Figure 1. Sequential cells grouped by signal name (run 1).
The bar under the picture is 20 µm long. Other sequential cells in the stronger grey, the rest of the logic in the fainter grey.
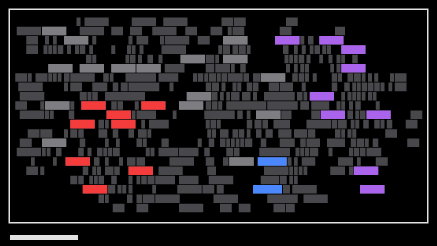
Figure 2. Routing congestion map (run 1).
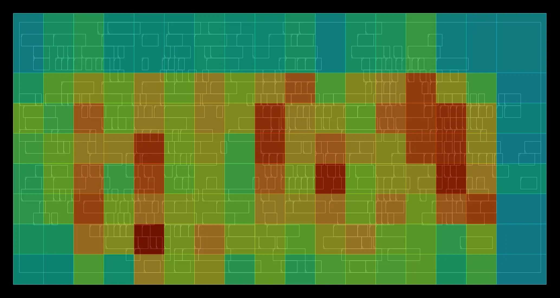
Figure 3. Signal wires on met2 (run 1).
The bar under the picture is 20 µm long.
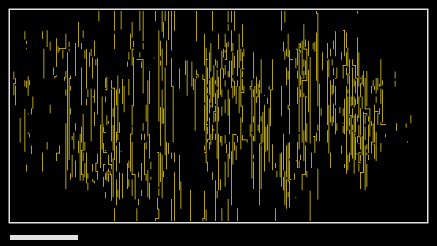
Figure 4. Signal wires on met3 (run 1).
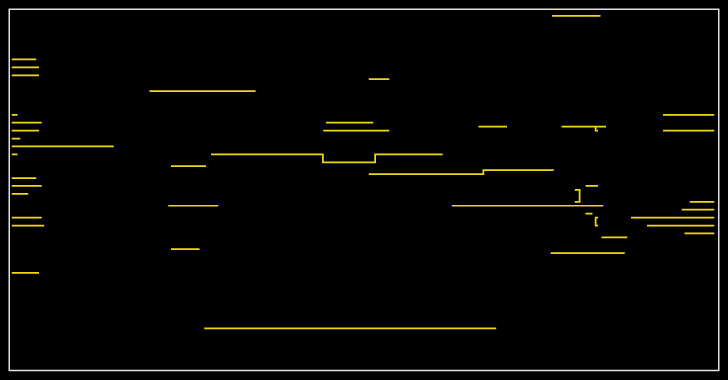
===== src/rtl/sram_dma_pkg.sv =====
`default_nettype none
// ============================================================================
// Module   : sram_dma_pkg
// Purpose  : Shared widths, SRAM strobe encodings and DMA state encodings.
// Revision : 1.0
// ============================================================================
package sram_dma_pkg;

    localparam int   c_MEM_ADDR_WIDTH = 8;
    localparam int   c_DATA_WIDTH     = 8;

    localparam logic c_ENABLE_  = 1'b0;
    localparam logic c_DISABLE_ = 1'b1;
    localparam logic c_READ     = 1'b1;
    localparam logic c_WRITE    = 1'b0;

    typedef enum logic [1:0] {
        DMA_IDLE  = 2'd0,
        DMA_READ  = 2'd1,
        DMA_WRITE = 2'd2,
        DMA_DONE  = 2'd3
    } dma_state_e;

endpackage
`default_nettype wire


===== src/rtl/sram_dma.sv =====
`default_nettype none
// ============================================================================
// Module   : sram_dma
// Purpose  : Word-by-word SRAM block copy (read then write per word).
//            Optional XOR checksum port enabled by SRAM_DMA_CKSUM_EN.
// Revision : 1.0
// ============================================================================
module sram_dma
    import sram_dma_pkg::*;
#(
    parameter int ADDR_W = c_MEM_ADDR_WIDTH,
    parameter int DATA_W = c_DATA_WIDTH
) (
    input  logic              clk,
    input  logic              rst_,
    input  logic              start,
    input  logic [ADDR_W-1:0] src,
    input  logic [ADDR_W-1:0] dst,
    input  logic [ADDR_W:0]   len,
    output logic              busy,
    output logic              done,
    output logic [ADDR_W-1:0] m_addr,
    output logic [DATA_W-1:0] m_wdata,
    input  logic [DATA_W-1:0] m_rdata,
    output logic              m_cs_,
`ifdef SRAM_DMA_CKSUM_EN
    output logic [DATA_W-1:0] cksum,
`endif
    output logic              m_rw_
);

    dma_state_e        r_state;
    dma_state_e        w_next;
    logic [ADDR_W-1:0] r_src_ptr;
    logic [ADDR_W-1:0] r_dst_ptr;
    logic [ADDR_W:0]   r_remaining;
    logic [DATA_W-1:0] r_buf;
    logic              w_accept;

    assign w_accept = (r_state == DMA_IDLE) && start;

    always_ff @(posedge clk) begin
        if (!rst_) begin
            r_state     <= DMA_IDLE;
            r_src_ptr   <= '0;
            r_dst_ptr   <= '0;
            r_remaining <= '0;
            r_buf       <= '0;
        end else begin
            r_state <= w_next;
            case (r_state)
                DMA_IDLE: begin
                    if (start) begin
                        r_src_ptr   <= src;
                        r_dst_ptr   <= dst;
                        r_remaining <= len;
                    end
                end
                DMA_READ: begin
                    r_buf     <= m_rdata;
                    r_src_ptr <= r_src_ptr + ADDR_W'(1);
                end
                DMA_WRITE: begin
                    r_dst_ptr   <= r_dst_ptr + ADDR_W'(1);
                    r_remaining <= r_remaining - (ADDR_W + 1)'(1);
                end
                default: ;
            endcase
        end
    end

    // Chip select is also gated by rst_ so a reset during WRITE aborts that word.
    always_comb begin
        w_next  = r_state;
        busy    = 1'b0;
        done    = 1'b0;
        m_cs_   = c_DISABLE_;
        m_rw_   = c_READ;
        m_addr  = '0;
        m_wdata = '0;
        case (r_state)
            DMA_IDLE: begin
                if (start) w_next = (len == '0) ? DMA_DONE : DMA_READ;
            end
            DMA_READ: begin
                busy   = 1'b1;
                m_cs_  = rst_ ? c_ENABLE_ : c_DISABLE_;
                m_addr = r_src_ptr;
                w_next = DMA_WRITE;
            end
            DMA_WRITE: begin
                busy    = 1'b1;
                m_cs_   = rst_ ? c_ENABLE_ : c_DISABLE_;
                m_rw_   = c_WRITE;
                m_addr  = r_dst_ptr;
                m_wdata = r_buf;
                w_next  = (r_remaining == (ADDR_W + 1)'(1)) ? DMA_DONE : DMA_READ;
            end
            DMA_DONE: begin
                done   = 1'b1;
                w_next = DMA_IDLE;
            end
            default: w_next = DMA_IDLE;
        endcase
    end

`ifdef SRAM_DMA_CKSUM_EN
    logic [DATA_W-1:0] r_cksum;

    always_ff @(posedge clk) begin
        if (!rst_) begin
            r_cksum <= '0;
        end else if (w_accept) begin
            r_cksum <= '0;
        end else if (r_state == DMA_READ) begin
            r_cksum <= r_cksum ^ m_rdata;
        end
    end

    assign cksum = r_cksum;
`else
    logic w_unused_accept;
    assign w_unused_accept = w_accept;
`endif

endmodule
`default_nettype wire


===== config.mk =====
export PLATFORM = sky130hd
export DESIGN_NAME = sram_dma
export DESIGN_NICKNAME = d
export VERILOG_FILES = /design/src/rtl/sram_dma_pkg.sv /design/src/rtl/sram_dma.sv
export SDC_FILE = /design/constraint.sdc
export NUM_CORES = 1
export LEC_CHECK = 0
export ABC_AREA = 1
export ABC_CLOCK_PERIOD_IN_PS = 1700
export CAP_MARGIN = 30
export CORE_ASPECT_RATIO = 0.5
export CORE_UTILIZATION = 30
export CTS_CLUSTER_SIZE = 16
export DETAILED_ROUTE_END_ITERATION = 6
export HOLD_SLACK_MARGIN = 0.02
export PLACE_DENSITY = 0.53
export RECOVER_POWER = 25
export SLEW_MARGIN = 20
export SYNTH_ARGS = -nofsm -noshare
export SYNTH_HDL_FRONTEND = slang
export SYNTH_SLANG_ARGS = --single-unit

===== constraint.sdc =====
create_clock -name clk -period 1.7 [get_ports clk]
set_input_delay 0.34 -clock clk [delete_from_list [all_inputs] [get_ports clk]]
set_output_delay 0.34 -clock clk [all_outputs]
set_load 0.05 [all_outputs]

==> impl_metrics.env, run 1 <==
# yosys + openroad results
export IMPL_outcome="finished with violations"
export IMPL_violations="setup timing"
export IMPL_timing_critical_path_from_type="register"
export IMPL_setup_violations=17
export IMPL_reg2reg_setup_slack_ps=-10
export IMPL_setup_worst_path_end_class="output port"
export IMPL_power_static_leakage_nw=1.483
export IMPL_finish_instance_area_um2=3533
export IMPL_critical_path_required_ps=1360
export IMPL_drt_first_pass_iters=4
export IMPL_total_power_mw=2.556
export IMPL_syn_to_layout_area_delta_pct=64.19
export IMPL_io_buffer_count=55
export IMPL_synth_cells=343
export IMPL_worstPathCellList="inv_4 > ha_4 > clkinvlp_4 > buf_12 > a21oi_4 > buf_12"
export IMPL_min_period_ps=1877
export IMPL_layout_drive_gt1_share_pct=19.95
export IMPL_antenna_diode_instance_count=0
export IMPL_first_pass_grt_wire_length_um=10450
export IMPL_grt_antenna_before_repair=0
export IMPL_post_synth_top_area_cell="sky130_fd_sc_hd__dfxtp_1"
export IMPL_crit_slowest_cell="sky130_fd_sc_hd__dfxtp_4"
export IMPL_antenna_nets_post_route=0
export IMPL_final_period_utilization_pct=110.4
export IMPL_layout_setup_ws_ps=-176.5
export IMPL_count_of_hold_buffers_inserted_by_post_cts_repair=0
export IMPL_die_x_um=121.8
export IMPL_combinational_power_share_pct=26.9
export IMPL_final_hold_vios=0
export IMPL_most_used_cell_cp="sky130_fd_sc_hd__buf_12"
export IMPL_grt_pass1_vias=2227
export IMPL_synth_warning_count=0
export IMPL_p_switching_mw=0.7598
export IMPL_post_cts_resize_count=16
export IMPL_internal_power_mw=1.796
export IMPL_arrival_ps=1540
export IMPL_cts_sinks=35
export IMPL_timing_setup_critical_path_class="reg2out"
export IMPL_grt_ovfl_total=0
export IMPL_r2r_worst_path_cells=10
export IMPL_fin_tns_setup_ps=-1767
export IMPL_initCoreUtil_pct=31.62
export IMPL_root_driver="sky130_fd_sc_hd__clkbuf_16"
export IMPL_standard_cell_core_area_um2=6805
export IMPL_post_cts_setup_buffers=1
export IMPL_fp_row_count=21
export IMPL_h_tree_level_count=2
Notes on Figure 1 above:
- `r_state`: blue (placed flops 2)
- `r_src_ptr`: red (placed flops 8; where middle left)
- `r_remaining`: purple (placed flops 9)
share of the final layout cell area in sequential cells: 20.04%
reported sequential group power: 0.971 mW
flip-flop and latch area: 708.2 µm²
utilization after layout: 51.92%

Notes on Figure 2 above:
routed length per instance: 13.00 µm
GR Util met3: 4.653%
all-layer global routing usage: 17.93%
gr busiest metal: met2

Notes on Figure 3 above:
- main direction: vertical
- longest straight run: 34.3 µm
- share of all routed wire: 46%
Via Count: 2,432
final WL: 6541 µm

Notes on Figure 4 above:
- longest straight run: 49.9 µm
- wire length on this layer: 378 µm
- share of all routed wire: 5.8%
- main direction: horizontal
- nets with wire on the layer: 37

[run 1: logic make-up after synthesis]
logic type | share of synthesized area [%]
compound gates | 19.65
simple gates | 32.33
buf+inv | 10.81
flops | 32.56
fa+ha+maj | 4.651
[run 1: power by group through the flow]
stage          sequential, mW  clock (mW)  combinational, mW
6_report                0.971       0.899              0.686
5_1_grt                 0.982       0.962              0.753
4_1_cts                 0.967       0.921              0.647
3_5_place_dp            0.983           0              0.607
3_3_place_gp            0.980           0              0.600
2_1_floorplan           0.966           0              0.383
[run 1: critical path, delay by kind of cell (launching register included)]
kind | cells | cell delay (ps)
AND-OR/OR-AND | 1 | 160
flip-flops | 1 | 370
buffers and inverters | 4 | 460
adder cells (fa/ha/maj) | 1 | 270
[run 1: synthesized netlist by cell type (all sizes together)]
cell type  number
a211oi          2
nor2           52
nand4           2
nand3          19
a21oi          25
nand2          86
ha              8
o211ai          4
clkbuf          6
nor3            8
o21bai          1
inv            36
clkinv          1
o21ai          38
dfxtp          35
nand3b          2
a31oi           8
buf            10
[run 1: flip-flops by register name, summed over array words and instances, names as in the netlist]
name         flops
r_remaining      9
r_buf            8
r_dst_ptr        8
r_src_ptr        8
r_state          2
[run 1: routing by layer]
layer / share of wire, % / global-route usage (%) / routed length (µm)
met1: 48 / 22.70 / 3115
met2: 46 / 31.40 / 2992
met3: 5.8 / 4.653 / 378
met4: 0.83 / 3.880 / 54
met5: 0 / 0 / 0
[run 1: final cells by class]
type                       instances  area [µm²]  share of cell area (%)
clock buffer                       6       138.9                   3.931
clock inverter                     1       5.005                  0.1416
inverter                          37       160.2                   4.533
multi-input combinational        255        1370                   38.77
sequential                        35       708.2                   20.04
tap                               92       115.1                   3.258
timing repair buffer              75        1021                   28.90
timing repair inverter             2       15.01                  0.4249
==> run 2: changes to the inputs <==
--- a/config.mk
+++ b/config.mk
@@ -12,7 +12,6 @@
 export CORE_UTILIZATION = 30
 export CTS_CLUSTER_SIZE = 16
 export DETAILED_ROUTE_END_ITERATION = 6
-export HOLD_SLACK_MARGIN = 0.02
 export PLACE_DENSITY = 0.53
 export RECOVER_POWER = 25
 export SLEW_MARGIN = 20
==> run 2 against run 1 <==
Net effect: the run still ends with setup timing left; via count stayed put; final area stayed put; non-clock buffer count stayed put; clock skew stayed put; sequential cell count stayed put; highest routed layer unchanged; largest power group unchanged; cell count stayed put; synthesized cell count stayed put; wire length stayed put; total power stayed put; first-iteration DRC count stayed put.
==> impl_metrics.env, run 2 <==
# yosys + openroad results
export IMPL_total_power_mw=2.556
export IMPL_internal_power_mw=1.796
export IMPL_r2r_worst_path_cells=10
export IMPL_commonest_register_cell_after_synthesis="sky130_fd_sc_hd__dfxtp_1"
export IMPL_largest_reg_flops=9
export IMPL_outcome="finished with violations"
export IMPL_antenna_nets_post_route=0
export IMPL_totalWireLength_um=6541
export IMPL_p_switching_mw=0.7598
export IMPL_layout_setup_ws_ps=-176.5
export IMPL_antenna_diode_instance_count=0
export IMPL_standard_cell_core_area_um2=6805
export IMPL_clockNetworkPower_mw=0.899
export IMPL_comb_power_mw=0.686
export IMPL_first_pass_grt_wire_length_um=10450
export IMPL_worstSetupPathDepth=6
export IMPL_sequentialPower_mw=0.971
export IMPL_cp_num_buf_inv=4
export IMPL_fp_row_count=21
export IMPL_setup_worst_path_end_class="output port"
export IMPL_finish_instance_area_um2=3533
export IMPL_most_frequent_cells_after_synthesis="sky130_fd_sc_hd__nand2_1, sky130_fd_sc_hd__nor2_1, sky130_fd_sc_hd__dfxtp_1, sky130_fd_sc_hd__inv_1"
export IMPL_initCoreUtil_pct=31.62
export IMPL_cts_sinks=35
export IMPL_final_hold_vios=0
export IMPL_violations="setup timing"
export IMPL_most_used_cell_cp="sky130_fd_sc_hd__buf_12"
export IMPL_most_instantiated_library_cell_after_synthesis="sky130_fd_sc_hd__nand2_1"
export IMPL_synth_warning_count=0
export IMPL_grt_antenna_before_repair=0
export IMPL_count_of_flip_flops_with_a_built_in_enable_after_synthesis=0
export IMPL_fin_util_pct=51.92
export IMPL_min_period_ps=1877
export IMPL_drt_wirelength_per_cell_um=13.00
export IMPL_synth_cells=343
export IMPL_reg2reg_setup_slack_ps=-10
export IMPL_setup_violations=17
run 2: kinds of logic (layout without fill, tap and decap cells):
group           after synthesis  in the layout  synth area share [%]
simple gates                169            169                 32.33
compound gates               78             78                 19.65
buf+inv                      53            121                 10.81
flops                        35             35                 32.56
fa+ha+maj                     8              8                 4.651
run 2: metal layers:
| metal | share of wire (%) | vias to the layer above | global-route usage (%) |
|---|---|---|---|
| li1 | - | 1255 | - |
| met3 | 5.8 | 4 | 4.653 |
| met1 | 48 | 1112 | 22.70 |
| met2 | 46 | 61 | 31.40 |
| met4 | 0.83 | 0 | 3.880 |
| met5 | 0 | - | 0 |
run 2: worst min path at each step:
stage                                       end  slack, ps  depth (start not counted)
detailed placement  r_remaining[6]$_SDFFE_PN0P_        480                          2
global placement    r_remaining[6]$_SDFFE_PN0P_        470                          2
global route        r_remaining[7]$_SDFFE_PN0P_        510                          2
CTS                 r_remaining[6]$_SDFFE_PN0P_        490                          2
floorplan           r_remaining[6]$_SDFFE_PN0P_        460                          2
finish              r_remaining[6]$_SDFFE_PN0P_        490                          2
run 2: layout make-up:
type / count / area [µm²] / area share (%)
Clock buffer: 6 / 138.9 / 3.931
Clock inverter: 1 / 5.005 / 0.1416
Inverter: 37 / 160.2 / 4.533
Multi-Input combinational cell: 255 / 1370 / 38.77
Sequential cell: 35 / 708.2 / 20.04
Tap cell: 92 / 115.1 / 3.258
Timing Repair Buffer: 75 / 1021 / 28.90
Timing Repair inverter: 2 / 15.01 / 0.4249
run 2: repair_timing:
item	CTS	global route
hold endpoints to repair	0	0
cloned	2	3
hold buffers	0	0
gates resized	16	19
endpoints found under the setup margin	17	30
buffers inserted	1	2
pin swaps	0	2
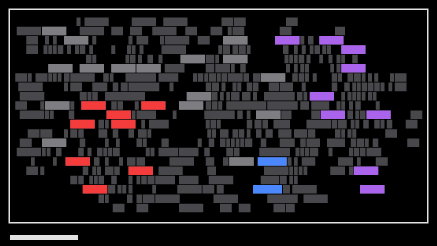
Figure 5: run 2, sequential cells grouped by signal name.
The bar under the picture is 20 µm long. Other sequential cells in the stronger grey, the rest of the logic in the fainter grey.

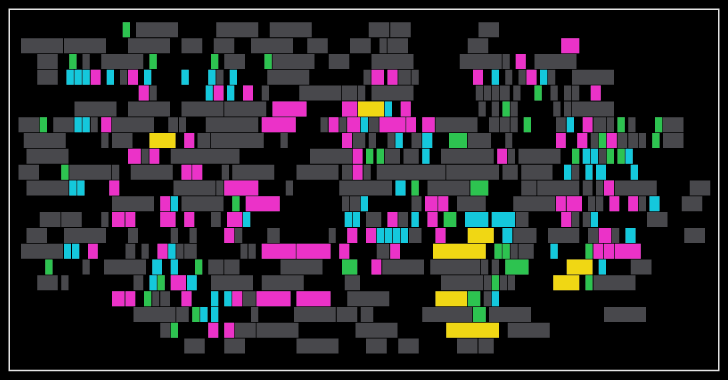
Figure 6: run 2, gate families picked out.
- aoi and oai cells: magenta (cells 78; most used o21ai_0)
- inv cells: green (cells 39; most used inv_1; where all over the die)
- nor cells: cyan (cells 60; most used nor2_1)
- fa/ha/maj cells: yellow (cells 8; most used ha_1)
proportion of cell area occupied by multi-input gates: 38.77%
most frequently placed logic cell in the final layout: sky130_fd_sc_hd__nand2_1
final standard cell count with taps included and fillers excluded: 503

==> run 3: changes to the inputs <==
--- a/config.mk
+++ b/config.mk
@@ -14,6 +14,7 @@
 export DETAILED_ROUTE_END_ITERATION = 6
 export PLACE_DENSITY = 0.53
 export RECOVER_POWER = 25
+export SETUP_SLACK_MARGIN = 0.15
 export SLEW_MARGIN = 20
 export SYNTH_ARGS = -nofsm -noshare
 export SYNTH_HDL_FRONTEND = slang
==> run 3 against run 2 <==
Net effect: the flow still finishes with violations (setup timing); non-clock buffer count increased by 8; largest power group unchanged; total power increased by 2.5%; global-route usage rose by 2.0 points; register-to-register slack better by 30 ps; wire length is 11% higher; clock power decreased by 2%; clock-buffer cell count is the same; cell count rose by 1.6%; die size unchanged; largest cell class unchanged.
==> impl_metrics.env, run 3 <==
# yosys + openroad results
export IMPL_multiInputCombCellCount=255
export IMPL_setup_violations=13
export IMPL_most_instantiated_library_cell_after_synthesis="sky130_fd_sc_hd__nand2_1"
export IMPL_post_synth_top_area_cell="sky130_fd_sc_hd__dfxtp_1"
export IMPL_crit_slowest_cell="sky130_fd_sc_hd__dfxtp_4"
export IMPL_cp_top_family="buffers and inverters"
export IMPL_outcome="finished with violations"
export IMPL_synth_warning_count=0
export IMPL_antenna_diode_instance_count=0
export IMPL_cp_num_buf_inv=4
export IMPL_layout_setup_ws_ps=-163.9
export IMPL_buffer_area_share_pct=28.90
export IMPL_timing_setup_critical_path_class="reg2out"
export IMPL_commonest_register_cell_after_synthesis="sky130_fd_sc_hd__dfxtp_1"
export IMPL_finish_cell_count_without_fillers=511
export IMPL_seqCellArea_um2=708.2
export IMPL_min_period_ps=1864
export IMPL_violations="setup timing"
export IMPL_critical_path_required_ps=1360
export IMPL_fp_row_count=21
export IMPL_final_hold_vios=0
export IMPL_tap_cells=92
-- run 3: path summary, 6_finish.rpt --
| check | to | slack [ps] | cells past startpoint |
|---|---|---|---|
| worst max-delay path | m_addr[2] | -160 | 6 |
| worst min-delay path | r_remaining[6]$_SDFFE_PN0P_ | 490 | 2 |
| worst max register to register | r_dst_ptr[2]$_SDFFE_PN0P_ | 20 | 11 |
| worst min register to register | r_remaining[6]$_SDFFE_PN0P_ | 490 | 2 |
-- run 3: per-stage QoR --
stage          total power, mW  hold slack, ps  setup WS (ps)  setup TNS, ps  area (µm²)
3_5_place_dp             1.583           473.1          5.592              0        3166
4_1_cts                  2.603           492.1         -174.7          -1625        3762
3_3_place_gp             1.576           469.9          48.82              0        3166
6_report                 2.619           489.2         -163.9          -1695        3831
5_1_grt                  2.741           506.1         -207.5          -2398        3831
2_1_floorplan            1.350           456.7         -135.2          -1081        2293
-- run 3: power by group --
group          internal, mW  switching (mW)  leakage [nW]  total [mW]
Clock                 0.528           0.356        0.0628       0.884
Sequential            0.897          0.0884         0.291       0.986
Combinational         0.351           0.398          1.23       0.749
Total                  1.78           0.843          1.58        2.62
-- run 3: routing by layer --
metal	track usage [%]	wire [µm]	up-vias
li1	-	-	1279
met1	25.76	3441	1175
met2	34.79	3494	50
met3	4.562	258	7
met4	3.704	72	0
met5	0	0	-
-- run 3: timing repair --
action / 4_1_cts / 5_1_grt
buffers inserted: 13 / 1
cloned: 7 / 0
hold buffers: 0 / 0
pin swaps: 16 / 14
resized: 71 / 21
setup endpoints to repair: 36 / 40
-- run 3: kinds of logic after synthesis --
logic type               Yosys count  synth area share [%]
AND-OR/OR-AND                     78                 19.65
adder cells (fa/ha/maj)            8                 4.651
buffers and inverters             53                 10.81
flip-flops                        35                 32.56
AND/OR/NAND/NOR                  169                 32.33
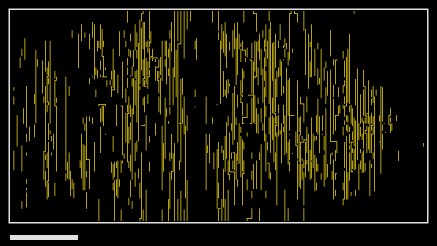
Figure 7: run 3, signal wires on met2.
The bar under the picture is 20 µm long.
met2 Use GR: 34.79%
final WL: 7267 µm

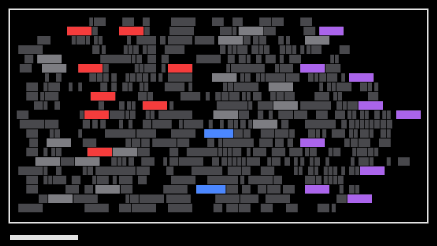
Figure 8: run 3, sequential cells grouped by signal name.
The bar under the picture is 20 µm long. Other sequential cells in the stronger grey, the rest of the logic in the fainter grey.
- `r_src_ptr`: red (placed flops 8)
- `r_state`: blue (placed flops 2)
- `r_remaining`: purple (placed flops 9)
- not coloured: 16
share of the final layout cell area in sequential cells: 18.48%
reported sequential group power: 0.986 mW
utilization after layout: 56.30%

No activity file was given, so power comes from the tool's default toggle rates.
